File: config.mk
export PLATFORM = sky130hd
export DESIGN_NAME = icache_ctrl_flat
export DESIGN_NICKNAME = d
export VERILOG_FILES = /design/src/rtl/icache_ctrl_pkg.sv /design/src/rtl/icache_ctrl_if.sv /design/src/rtl/icache_line_array.sv /design/src/rtl/icache_ctrl.sv /design/src/flat_wrapper.sv
export SDC_FILE = /design/constraint.sdc
export NUM_CORES = 2
export LEC_CHECK = 0
export CAP_MARGIN = 10
export CELL_PAD_IN_SITES_DETAIL_PLACEMENT = 0
export CELL_PAD_IN_SITES_GLOBAL_PLACEMENT = 1
export CORE_MARGIN = 2
export CORE_UTILIZATION = 55
export CTS_CLUSTER_SIZE = 25
export DETAILED_ROUTE_END_ITERATION = 10
export PLACE_DENSITY = 0.77
export SKIP_LAST_GASP = 1
export SYNTH_ARGS = -nofsm -noshare
export SYNTH_HDL_FRONTEND = slang
export SYNTH_SLANG_ARGS = --single-unit
File: constraint.sdc
create_clock -name clock -period 9.4 [get_ports clock]
set_input_delay 0.94 -clock clock [delete_from_list [all_inputs] [get_ports clock]]
set_output_delay 0.94 -clock clock [all_outputs]
set_load 0.02 [all_outputs]
File: src/rtl/icache_ctrl_pkg.sv
// Shared types and sizing for the instruction-cache controller.
package icache_ctrl_pkg;
   localparam int XLEN      = 32;
   localparam int NUM_LINES = 32;
   localparam int IDX_W     = $clog2(NUM_LINES);
   localparam int TAG_W     = XLEN - 3 - IDX_W;
   localparam int MEM_TAG_W = 4;

   typedef enum logic [1:0] {
      BUS_NONE  = 2'd0,
      BUS_LOAD  = 2'd1,
      BUS_STORE = 2'd2
   } BUS_COMMAND;

   typedef enum logic [1:0] {
      IC_IDLE = 2'd0,
      IC_REQ  = 2'd1,
      IC_WAIT = 2'd2
   } ICACHE_STATE;

   typedef struct packed {
      logic             valid;
      logic [TAG_W-1:0] tag;
      logic [63:0]      data;
   } ICACHE_LINE;
endpackage

File: src/rtl/icache_ctrl_if.sv
// Fetch-side and memory-side signals of the instruction cache.
interface icache_ctrl_if;
   import icache_ctrl_pkg::*;

   logic [XLEN-1:0]      proc2Icache_addr;
   logic                 invalidate_all;
   logic [63:0]          Icache2proc_data;
   logic                 Icache2proc_data_valid;
   BUS_COMMAND           proc2mem_command;
   logic [XLEN-1:0]      proc2mem_addr;
   logic                 mem_grant;
   logic [MEM_TAG_W-1:0] mem2proc_response;
   logic [63:0]          mem2proc_data;
   logic [MEM_TAG_W-1:0] mem2proc_tag;

   modport slave (
      input  proc2Icache_addr, invalidate_all, mem_grant,
             mem2proc_response, mem2proc_data, mem2proc_tag,
      output Icache2proc_data, Icache2proc_data_valid,
             proc2mem_command, proc2mem_addr
   );

   modport master (
      output proc2Icache_addr, invalidate_all, mem_grant,
             mem2proc_response, mem2proc_data, mem2proc_tag,
      input  Icache2proc_data, Icache2proc_data_valid,
             proc2mem_command, proc2mem_addr
   );
endinterface

File: src/rtl/icache_line_array.sv
// Direct-mapped line storage: async read, one write port, global invalidate.
module icache_line_array
   import icache_ctrl_pkg::*;
(
   input  logic             clock,
   input  logic             reset_n,
   input  logic [IDX_W-1:0] rd_idx,
   output ICACHE_LINE       rd_line,
   input  logic             wr_en,
   input  logic [IDX_W-1:0] wr_idx,
   input  logic [TAG_W-1:0] wr_tag,
   input  logic [63:0]      wr_data,
   input  logic             invalidate_all
);
   logic [NUM_LINES-1:0] valid;
   logic [TAG_W-1:0]     tags  [NUM_LINES];
   logic [63:0]          lines [NUM_LINES];

   always_ff @(posedge clock or negedge reset_n) begin
      if (!reset_n)
         valid <= '0;
      else if (invalidate_all)
         valid <= '0;
      else if (wr_en)
         valid[wr_idx] <= 1'b1;
   end

   // Tags and data are deliberately left unreset; valid gates every use.
   always_ff @(posedge clock) begin
      if (wr_en) begin
         tags[wr_idx]  <= wr_tag;
         lines[wr_idx] <= wr_data;
      end
   end

   always_comb begin
      rd_line       = '0;
      rd_line.valid = valid[rd_idx];
      rd_line.tag   = tags[rd_idx];
      rd_line.data  = lines[rd_idx];
   end
endmodule

File: src/rtl/icache_ctrl.sv
// Instruction-cache responder: same-cycle hits, single outstanding miss to memory.
//  state   | meaning
//  IC_IDLE | no miss outstanding; a miss on the current address is captured
//  IC_REQ  | BUS_LOAD presented for miss_addr until granted with a nonzero tag
//  IC_WAIT | waiting for mem2proc_tag to match mem_tag, then fill
module icache_ctrl
   import icache_ctrl_pkg::*;
(
   input  logic         clock,
   input  logic         reset_n,
   icache_ctrl_if.slave bus
);
   ICACHE_STATE          state;
   BUS_COMMAND           command;
   logic [XLEN-1:0]      miss_addr;
   logic [MEM_TAG_W-1:0] mem_tag;
   logic                 squash;
   ICACHE_LINE           rd_line;
   logic [IDX_W-1:0]     cur_idx;
   logic [TAG_W-1:0]     cur_tag;
   logic                 hit;
   logic                 fill;
   logic                 fill_write;
   logic                 forward;

   assign cur_idx = bus.proc2Icache_addr[3 +: IDX_W];
   assign cur_tag = bus.proc2Icache_addr[XLEN-1 -: TAG_W];

   icache_line_array u_lines (
      .clock          (clock),
      .reset_n        (reset_n),
      .rd_idx         (cur_idx),
      .rd_line        (rd_line),
      .wr_en          (fill_write),
      .wr_idx         (miss_addr[3 +: IDX_W]),
      .wr_tag         (miss_addr[XLEN-1 -: TAG_W]),
      .wr_data        (bus.mem2proc_data),
      .invalidate_all (bus.invalidate_all)
   );

   assign hit        = rd_line.valid && (rd_line.tag == cur_tag);
   assign fill       = (state == IC_WAIT) && (mem_tag != '0) && (bus.mem2proc_tag == mem_tag);
   // A flush seen during the miss, or coincident with the fill, discards the fill.
   assign fill_write = fill && !squash && !bus.invalidate_all;
   assign forward    = fill_write && (bus.proc2Icache_addr[XLEN-1:3] == miss_addr[XLEN-1:3]);

   always_comb begin
      bus.Icache2proc_data_valid = hit || forward;
      bus.Icache2proc_data       = '0;
      if (hit)
         bus.Icache2proc_data = rd_line.data;
      else if (forward)
         bus.Icache2proc_data = bus.mem2proc_data;
   end

   assign bus.proc2mem_command = command;
   assign bus.proc2mem_addr    = miss_addr;

   always_ff @(posedge clock or negedge reset_n) begin
      if (!reset_n) begin
         state     <= IC_IDLE;
         command   <= BUS_NONE;
         miss_addr <= '0;
         mem_tag   <= '0;
         squash    <= 1'b0;
      end else begin
         case (state)
            IC_IDLE: begin
               if (!hit) begin
                  miss_addr <= {bus.proc2Icache_addr[XLEN-1:3], 3'b000};
                  command   <= BUS_LOAD;
                  state     <= IC_REQ;
               end
            end
            IC_REQ: begin
               squash <= squash | bus.invalidate_all;
               if (bus.mem_grant && (bus.mem2proc_response != '0)) begin
                  mem_tag <= bus.mem2proc_response;
                  command <= BUS_NONE;
                  state   <= IC_WAIT;
               end
            end
            IC_WAIT: begin
               if (fill) begin
                  squash <= 1'b0;
                  state  <= IC_IDLE;
               end else begin
                  squash <= squash | bus.invalidate_all;
               end
            end
            default: begin
               command <= BUS_NONE;
               state   <= IC_IDLE;
            end
         endcase
      end
   end
endmodule
File: src/flat_wrapper.sv
// flat-port wrapper written by rule: the top's interface ports become plain ports
module icache_ctrl_flat import icache_ctrl_pkg::*;
  (clock, reset_n, bus_proc2Icache_addr, bus_invalidate_all, bus_mem_grant, bus_mem2proc_response, bus_mem2proc_data, bus_mem2proc_tag, bus_Icache2proc_data, bus_Icache2proc_data_valid, bus_proc2mem_command, bus_proc2mem_addr);
  icache_ctrl_if bus_i ();
  input  logic clock;
  input  logic reset_n;
  input wire logic [$bits(bus_i.proc2Icache_addr)-1:0] bus_proc2Icache_addr;
  input wire logic [$bits(bus_i.invalidate_all)-1:0] bus_invalidate_all;
  input wire logic [$bits(bus_i.mem_grant)-1:0] bus_mem_grant;
  input wire logic [$bits(bus_i.mem2proc_response)-1:0] bus_mem2proc_response;
  input wire logic [$bits(bus_i.mem2proc_data)-1:0] bus_mem2proc_data;
  input wire logic [$bits(bus_i.mem2proc_tag)-1:0] bus_mem2proc_tag;
  output wire logic [$bits(bus_i.Icache2proc_data)-1:0] bus_Icache2proc_data;
  output wire logic [$bits(bus_i.Icache2proc_data_valid)-1:0] bus_Icache2proc_data_valid;
  output wire logic [$bits(bus_i.proc2mem_command)-1:0] bus_proc2mem_command;
  output wire logic [$bits(bus_i.proc2mem_addr)-1:0] bus_proc2mem_addr;
  assign bus_i.proc2Icache_addr = bus_proc2Icache_addr;
  assign bus_i.invalidate_all = bus_invalidate_all;
  assign bus_i.mem_grant = bus_mem_grant;
  assign bus_i.mem2proc_response = bus_mem2proc_response;
  assign bus_i.mem2proc_data = bus_mem2proc_data;
  assign bus_i.mem2proc_tag = bus_mem2proc_tag;
  assign bus_Icache2proc_data = bus_i.Icache2proc_data;
  assign bus_Icache2proc_data_valid = bus_i.Icache2proc_data_valid;
  assign bus_proc2mem_command = bus_i.proc2mem_command;
  assign bus_proc2mem_addr = bus_i.proc2mem_addr;
  icache_ctrl u_core (.clock(clock), .reset_n(reset_n), .bus(bus_i));
endmodule
==> images/route_heat.png <==
23 x 23 tiles, from dark blue (low) to red (high), scaled to the fullest tile. Values are wire area over tile area, all layers added.
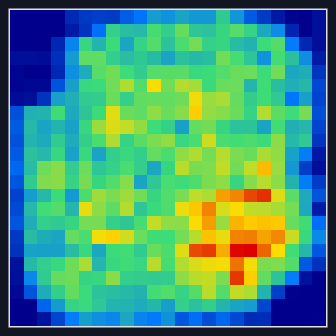
nearly empty tiles	7.0%
tiles over half the peak	41%
fullest tile	0.51
mean over tiles	0.22
emptiest ninth of the die	top left

==> images/clock_nets.png <==
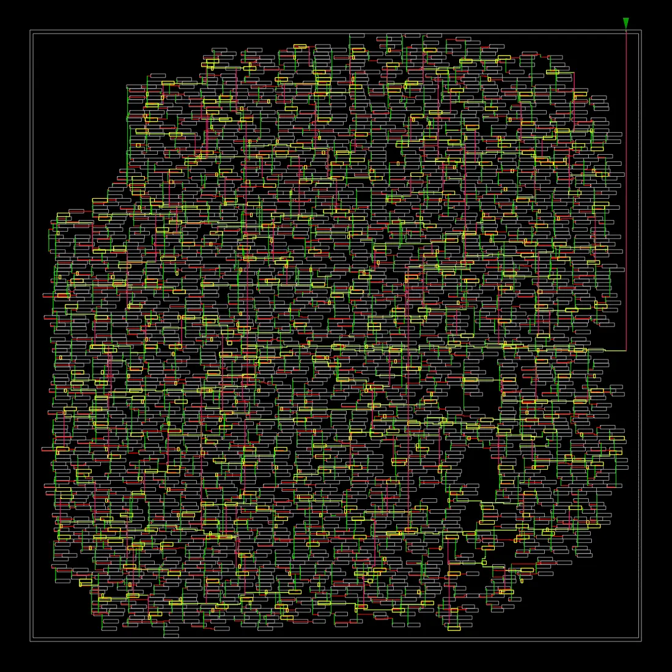
CTS Buf Count: 297
clk ins delay skew pair: 950 ps
clkbuf count: 361
registers: 2885

==> results_dict.tcl <==
# collected from the flow reports
set metrics [dict create \
    ys_sh_mux_pct 18.2 \
    slowest_delay_ps 680 \
    largest_reg_flops 2048 \
    layout_top_cell "edfxtp_1" \
    hold_buffers 0 \
    start_kind "input pin" \
    synth.cell_area_um2 111000 \
    grt_overflow_total 0 \
    fillers 13400 \
    edf_count 2816 \
    logic_gate_count 1587 \
    drt-met1-wl_mm 106 \
    p_int_mw 22.0 \
    yosys.area.top_type "edfxtp_1" \
    area_leaders "edfxtp_1, mux4_2, dfrtp_1, mux2i_1, mux2_2" \
    timing_hold_violations_final 0 \
    leakage_nw 39.5 \
    seq-power_mw 14.8 \
    critPathTopFamily "buffers and inverters" \
    place_ws_ps 1860 \
    hold_path.class "input pin to asynchronous set/reset pin" \
    num-nonclk-buffers 333 \
    ff_type "edfxtp_1" \
    layout.nonclk_buf_share_pct 2.65 \
    grt_util_all_layers_pct 27.0 \
    use_met1_pct 38.0 \
    final-clk-cell-share_pct 7.15 \
    cts.clk_slew.worst_paths_ps 60 \
    cp.arrival_ps 6600 \
    swShare_pct 22.2 \
    grt_pass1_wl_mm 392 \
    avgViaCountPerCell 6.63 \
    lay_top_cells "edfxtp_1, mux4_2, clkbuf_16" \
    taps 2672 \
    die_y_um 454 \
    async_flop_share_pct 2.39 \
    top_layer_used "met5" \
    critPathBufInv 4 \
    cp_slowest_cell "clkdlybuf4s50_1" \
    status "finished clean" \
    logic_area_um2 24000 \
    fin_area_um2 126000 \
    n_antenna_cell 4 \
    nets 5261 \
    seq_area_um2 86300 \
    die-area_um2 206000 \
    slew_headroom_pct 13.5 \
    synth.avg_cell_area_um2 23.3 \
]
==> images/m4.png <==
Cells faint in the background.
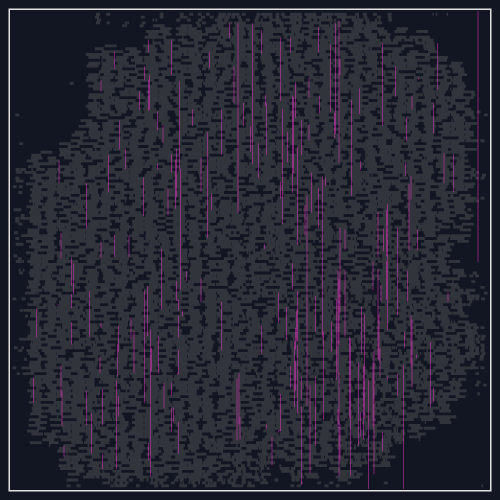
main direction	vertical
share of all routed wire	3.0%
wire length on this layer	8250 um
nets with wire on the layer	110
longest straight run	237 um

